[src/rtl/accel_sample_sequencer.sv]
// Sequences X/Y accelerometer reads on a fixed tick and drives smoothing_filter inputs.
// Optional: define SEQ_OVERRUN_CNT_EN to add the overrun_cnt output.
module accel_sample_sequencer #(
  parameter int         SAMPLE_DIV = 5000,
  parameter int         TIMEOUT    = 255,
  parameter int         UPD_HI     = 4,
  parameter int         PRIME_CNT  = 8,
  parameter logic [5:0] ADDR_X     = 6'h32
) (
  input  logic        clk,
  input  logic        reset_n,
  input  logic [1:0]  SW,
  output logic        rd_req,
  output logic [5:0]  rd_addr,
  input  logic        rd_ack,
  input  logic [15:0] rd_data,
  output logic [15:0] data_x,
  output logic [15:0] data_y,
  output logic        data_update,
  output logic [1:0]  sw_filt,
  output logic        rd_err
`ifdef SEQ_OVERRUN_CNT_EN
  , output logic [7:0] overrun_cnt
`endif
);
  localparam logic [5:0] ADDR_Y = ADDR_X + 6'd2;
  localparam int CW = $clog2(SAMPLE_DIV);
  localparam int WW = $clog2(TIMEOUT + 1);
  localparam int UW = $clog2(UPD_HI + 2);
  localparam int PW = $clog2(PRIME_CNT + 1);

  typedef enum logic [2:0] {IDLE, RD_X, RD_Y, UPD_H, UPD_L} state_t;

  state_t          state_q;
  logic [CW-1:0]   cnt_q, cnt_d;
  logic            tick;
  logic [1:0]      sw_s1_q, sw_req_q, sw_filt_q;
  logic [WW-1:0]   wcnt_q;
  logic [UW-1:0]   ucnt_q;
  logic [PW-1:0]   prime_q;
  logic [15:0]     x_new_q, y_new_q, data_x_q, data_y_q;
  logic [5:0]      rd_addr_q;
  logic            rd_req_q, upd_q, rd_err_q;

  assign tick  = (cnt_q == CW'(SAMPLE_DIV - 1));
  assign cnt_d = tick ? '0 : cnt_q + 1'b1;

  always_ff @(posedge clk) begin
    if (!reset_n) begin
      cnt_q    <= '0;
      sw_s1_q  <= 2'b00;
      sw_req_q <= 2'b00;
    end else begin
      cnt_q    <= cnt_d;
      sw_s1_q  <= SW;
      sw_req_q <= sw_s1_q;
    end
  end

  always_ff @(posedge clk) begin
    if (!reset_n) begin
      state_q   <= IDLE;
      wcnt_q    <= '0;
      ucnt_q    <= '0;
      prime_q   <= '0;
      x_new_q   <= '0;
      y_new_q   <= '0;
      data_x_q  <= '0;
      data_y_q  <= '0;
      rd_addr_q <= ADDR_X;
      rd_req_q  <= 1'b0;
      upd_q     <= 1'b0;
      sw_filt_q <= 2'b00;
      rd_err_q  <= 1'b0;
    end else begin
      case (state_q)
        IDLE: if (tick) begin
          state_q   <= RD_X;
          rd_req_q  <= 1'b1;
          rd_addr_q <= ADDR_X;
          wcnt_q    <= '0;
          // Depth change: the normal update plus PRIME_CNT repeats refill the filter history
          if (sw_req_q != sw_filt_q) begin
            sw_filt_q <= sw_req_q;
            prime_q   <= PW'(PRIME_CNT);
          end else begin
            prime_q   <= '0;
          end
        end
        RD_X: begin
          if (rd_ack) begin
            x_new_q   <= rd_data;
            rd_addr_q <= ADDR_Y;
            wcnt_q    <= '0;
            state_q   <= RD_Y;
          end else if (wcnt_q == WW'(TIMEOUT - 1)) begin
            rd_req_q <= 1'b0;
            rd_err_q <= 1'b1;
            state_q  <= RD_Y;
          end else begin
            wcnt_q <= wcnt_q + 1'b1;
          end
        end
        RD_Y: begin
          // After an X timeout the request is re-raised here; a stale X ack in that cycle is ignored
          if (!rd_req_q) begin
            rd_req_q  <= 1'b1;
            rd_addr_q <= ADDR_Y;
            wcnt_q    <= '0;
          end else if (rd_ack || wcnt_q == WW'(TIMEOUT - 1)) begin
            if (rd_ack) y_new_q <= rd_data;
            else        rd_err_q <= 1'b1;
            rd_req_q  <= 1'b0;
            rd_addr_q <= ADDR_X;
            ucnt_q    <= '0;
            state_q   <= UPD_H;
          end else begin
            wcnt_q <= wcnt_q + 1'b1;
          end
        end
        UPD_H: begin
          if (ucnt_q == '0) begin
            data_x_q <= x_new_q;
            data_y_q <= y_new_q;
          end
          if (ucnt_q == UW'(1)) upd_q <= 1'b1;
          if (ucnt_q == UW'(UPD_HI + 1)) begin
            upd_q   <= 1'b0;
            ucnt_q  <= '0;
            state_q <= UPD_L;
          end else begin
            ucnt_q <= ucnt_q + 1'b1;
          end
        end
        UPD_L: begin
          if (ucnt_q == UW'(UPD_HI - 1)) begin
            ucnt_q <= '0;
            if (prime_q != '0) begin
              prime_q <= prime_q - 1'b1;
              state_q <= UPD_H;
            end else begin
              state_q <= IDLE;
            end
          end else begin
            ucnt_q <= ucnt_q + 1'b1;
          end
        end
        default: state_q <= IDLE;
      endcase
    end
  end

`ifdef SEQ_OVERRUN_CNT_EN
  logic [7:0] ovr_q;
  always_ff @(posedge clk) begin
    if (!reset_n)                                        ovr_q <= 8'h00;
    else if (tick && state_q != IDLE && ovr_q != 8'hFF) ovr_q <= ovr_q + 8'h01;
  end
  assign overrun_cnt = ovr_q;
`endif

  assign rd_req      = rd_req_q;
  assign rd_addr     = rd_addr_q;
  assign data_x      = data_x_q;
  assign data_y      = data_y_q;
  assign data_update = upd_q;
  assign sw_filt     = sw_filt_q;
  assign rd_err      = rd_err_q;
endmodule
[config.mk]
export PLATFORM = sky130hd
export DESIGN_NAME = accel_sample_sequencer
export DESIGN_NICKNAME = d
export VERILOG_FILES = /design/src/rtl/accel_sample_sequencer.sv
export SDC_FILE = /design/constraint.sdc
export NUM_CORES = 1
export LEC_CHECK = 0
export ABC_AREA = 0
export CELL_PAD_IN_SITES_DETAIL_PLACEMENT = 1
export CELL_PAD_IN_SITES_GLOBAL_PLACEMENT = 1
export CORE_ASPECT_RATIO = 0.9
export CORE_MARGIN = 1.5
export CORE_UTILIZATION = 37
export CTS_CLUSTER_SIZE = 30
export DETAILED_ROUTE_END_ITERATION = 10
export GPL_TIMING_DRIVEN = 0
export PLACE_DENSITY_LB_ADDON = 0.25
export SLEW_MARGIN = 15
export SYNTH_ARGS = -nofsm -noshare
export SYNTH_HDL_FRONTEND = slang
export SYNTH_SLANG_ARGS = --single-unit
[constraint.sdc]
create_clock -name clk -period 1.87 [get_ports clk]
set_clock_uncertainty 0.1 [all_clocks]
set_input_delay 0.187 -clock clk [delete_from_list [all_inputs] [get_ports clk]]
set_output_delay 0.187 -clock clk [all_outputs]
set_load 0.1 [all_outputs]
### Routed metal, one colour a layer, run 1

The bar under the picture is 20 µm long.
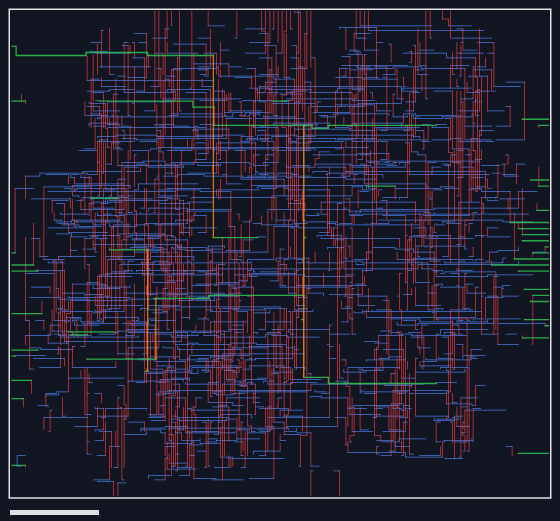
Orange shows metal 4, wire length 138 µm. Green shows metal 3, wire length 398 µm. Red shows metal 2, wire length 5960 µm. Blue shows metal 1, wire length 5770 µm.

### Clock nets, run 1

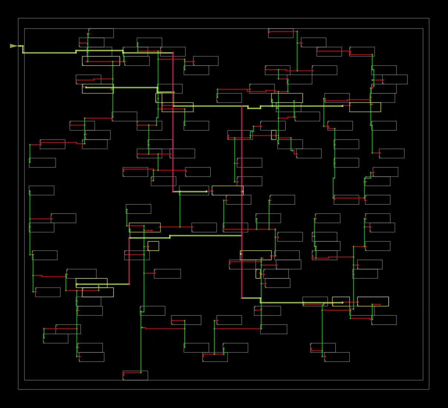
CTS sink count: 106
Clock Power: 1.99 mW
CTS Buf Count: 9
Seq cells: 106

==> results.cfg, run 1 <==
; yosys + openroad results
[final_timing]
min_period_over_period = 1.02
fin_ws_ns = -0.0425
setup_viol = 1

[outcome]
status = finished, violations left
violations = negative setup slack

[setup_path]
crit_chain = ha_4 -> and4b_1 -> nand4_4 -> a211o_1 -> buf_6 -> o311a_1
timing.rr.start = cnt_q[0]

[die]
fp-row-count = 38
initCoreUtil = 0.382

[cts]
clk_latency_ns = 0.35
cts_resized = 80
cts_hold_buf = 0

[min_path]
hold_start = reset_n
hold_depth = 2

[detailed_routing]
wl_met1_um = 5770
firstDrtPassIters = 4

[synth]
topCombFamilyByArea = simple AND/OR/NAND/NOR gates
synth-simple-area-share = 0.252

[job]
warnings = 33

[finish]
final_cell_mix = 145 x nand2_1, 98 x dfxtp_1, 58 x a21boi_0, 26 x nor2_1, 23 x buf_4
nets = 654

[power]
leakage_nw = 2.20

[grt]
grt_overflow = 0
grt_max_degree = 17
grt_pass1_wl_um = 19800
### Power grid, run 1

The bar under the picture is 20 µm long. Pins as bars on the die edge.
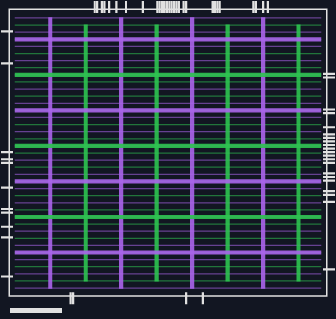
Purple shows VSS. Green shows VDD.
64 signal pins sit on the boundary. 7 straps on met5.
Max IR drop VDD: 0.000813 V
width of the die: 121 µm

-- run 1: cells by family after synthesis --
logic type / Yosys count
and+or+nand+nor: 246
adders and majority gates: 10
buffers and inverters: 46
DFF: 106
AOI/OAI and AO/OA: 114
xor gates and xnor gates: 15
other: 2
muxes: 4
-- run 1: where the power goes --
group | total [mW] | switching (mW) | internal (mW) | leakage [nW]
combinational | 0.630 | 0.395 | 0.235 | 1.18
clock | 1.99 | 0.830 | 1.16 | 0.155
sequential | 2.35 | 0.0392 | 2.31 | 0.860
total | 4.97 | 1.26 | 3.70 | 2.20
-- run 1: area by class of cell --
type	count	area (µm²)
Clock buffer	13	272
Fill cell	1456	6110
Buffer	29	179
Multi-Input combinational cell	393	2490
Sequential cell	106	2140
Tap cell	160	200
Timing Repair Buffer	74	648
Clock inverter	3	43.8
Inverter	10	37.5
==> inputs of run 2 (changes only) <==
TNS_END_PERCENT = 5   (was not set)
### Cells coloured by class, run 2

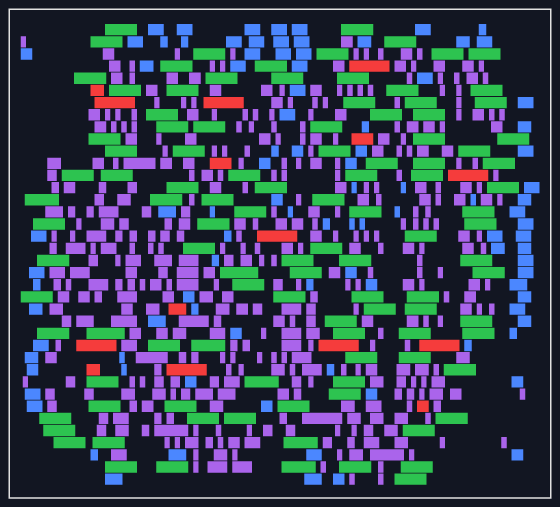
Red shows clock drivers and dummy loads, cells 15. Purple shows combinational and other logic, cells 403. Green shows flops, cells 106. Blue shows other buffers and delay cells, cells 95.

### Clock distribution, run 2

The bar under the picture is 20 µm long.
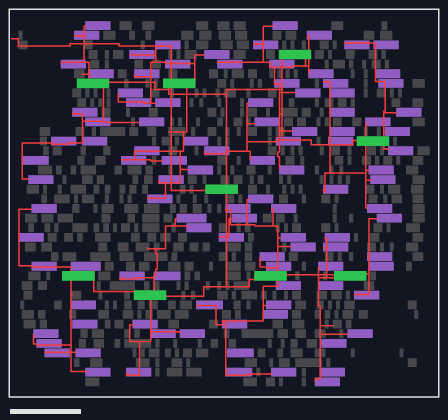
Red shows clock wires, length 1300 µm. Purple shows flip-flops, count 106. Green shows clock drivers, count 9.
There are 10 routed clock nets. Position of the flops: all over the die.

==> run 2 against run 1 <==
Synthesized cell count stayed put. Combinational power decreased by 8.6%. Highest routed layer unchanged. Critical path depth unchanged. Sequential share of layout area rose by 0.96 points. Clock-buffer cell count decreased by 2. Die area unchanged. Synthesized area is the same. The run now ends clean.
==> results.cfg, run 2 <==
; yosys + openroad results
[setup_path]
timing.rr.start = cnt_q[0]
crit_chain = ha_4 -> and4b_1 -> nand4_4 -> a211o_1 -> buf_6 -> o311a_1
critPathCaptureType = flop

[cts]
clk_pin_slew_ns = 0.07
cts_hold_buf = 0
cts_resized = 80
cts_made_buffers = 9

[synth]
topCombFamilyByArea = simple AND/OR/NAND/NOR gates
flop_cell = dfxtp_1
synth-adder-area-share = 0.0270
synth-simple-area-share = 0.252

[power]
p_switching_mw = 1.27
p_sw_frac = 0.267
p_int_mw = 3.50
pwr-share-comb = 0.121
pg_seq_mw = 2.35
leakage_nw = 2.11
seqPwrFrac = 0.493
power.group.top = sequential cells
peakVddDrop_v = 0.000879
power_frac_clock = 0.386
p_comb_uw = 576

[grt]
grt_overflow = 0
grt_pass1_wl_um = 19700
grt_usage = 0.193
grt_pass1_vias = 4031

[die]
fp-row-count = 38
die_x_um = 121

[detailed_routing]
wl_met1_um = 5720
firstDrtPassIters = 4

[outcome]
status = finished, final reports clean

[min_path]
hold_depth = 2
hold_start = reset_n

[final_timing]
min_period_over_period = 0.990

[finish]
nets = 646
drive_gt1_frac = 0.149
comb_area_um2 = 2420
fillerInstances = 1462
final_cell_mix = 147 x nand2_1, 99 x dfxtp_1, 58 x a21boi_0, 27 x nor2_1, 19 x clkdlybuf4s50_1

[job]
warnings = 34

[place]
io_buffers = 58
### Clock nets, run 2

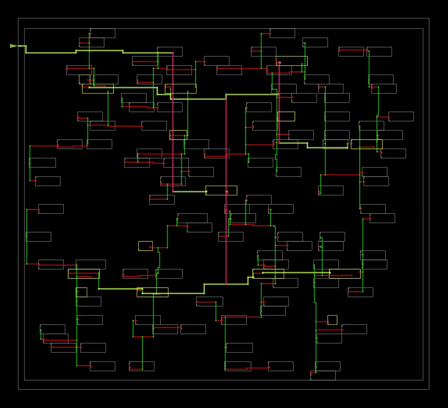
Clock Latency Late Sink: 0.36 ns
Clock Power: 1.84 mW
clock buf count: 11

## run 2: cell counts after synthesis
No cell type changed its count.
## run 2: cell type report
cell class	instances	area share
Buffer	32	0.0330
Clock buffer	11	0.0432
Clock inverter	4	0.00621
Inverter	10	0.00642
Multi-Input combinational cell	393	0.414
Sequential cell	106	0.365
Tap cell	160	0.0342
Timing Repair Buffer	63	0.0978
## run 2: per-stage QoR
stage	hold slack (ns)	setup WS [ns]	cell area, µm²	std cells	total power [mW]
2_1_floorplan	0.214	-0.0253	4640	545	2.77
3_3_place_gp	0.316	-0.319	5420	763	2.92
3_5_place_dp	0.337	-0.333	5420	763	2.93
4_1_cts	0.0985	-0.0518	5770	779	4.79
5_1_grt	0.116	-0.0927	5850	779	4.96
6_report	0.101	0.0182	5850	779	4.77
Power and IR drop assume default switching activity.
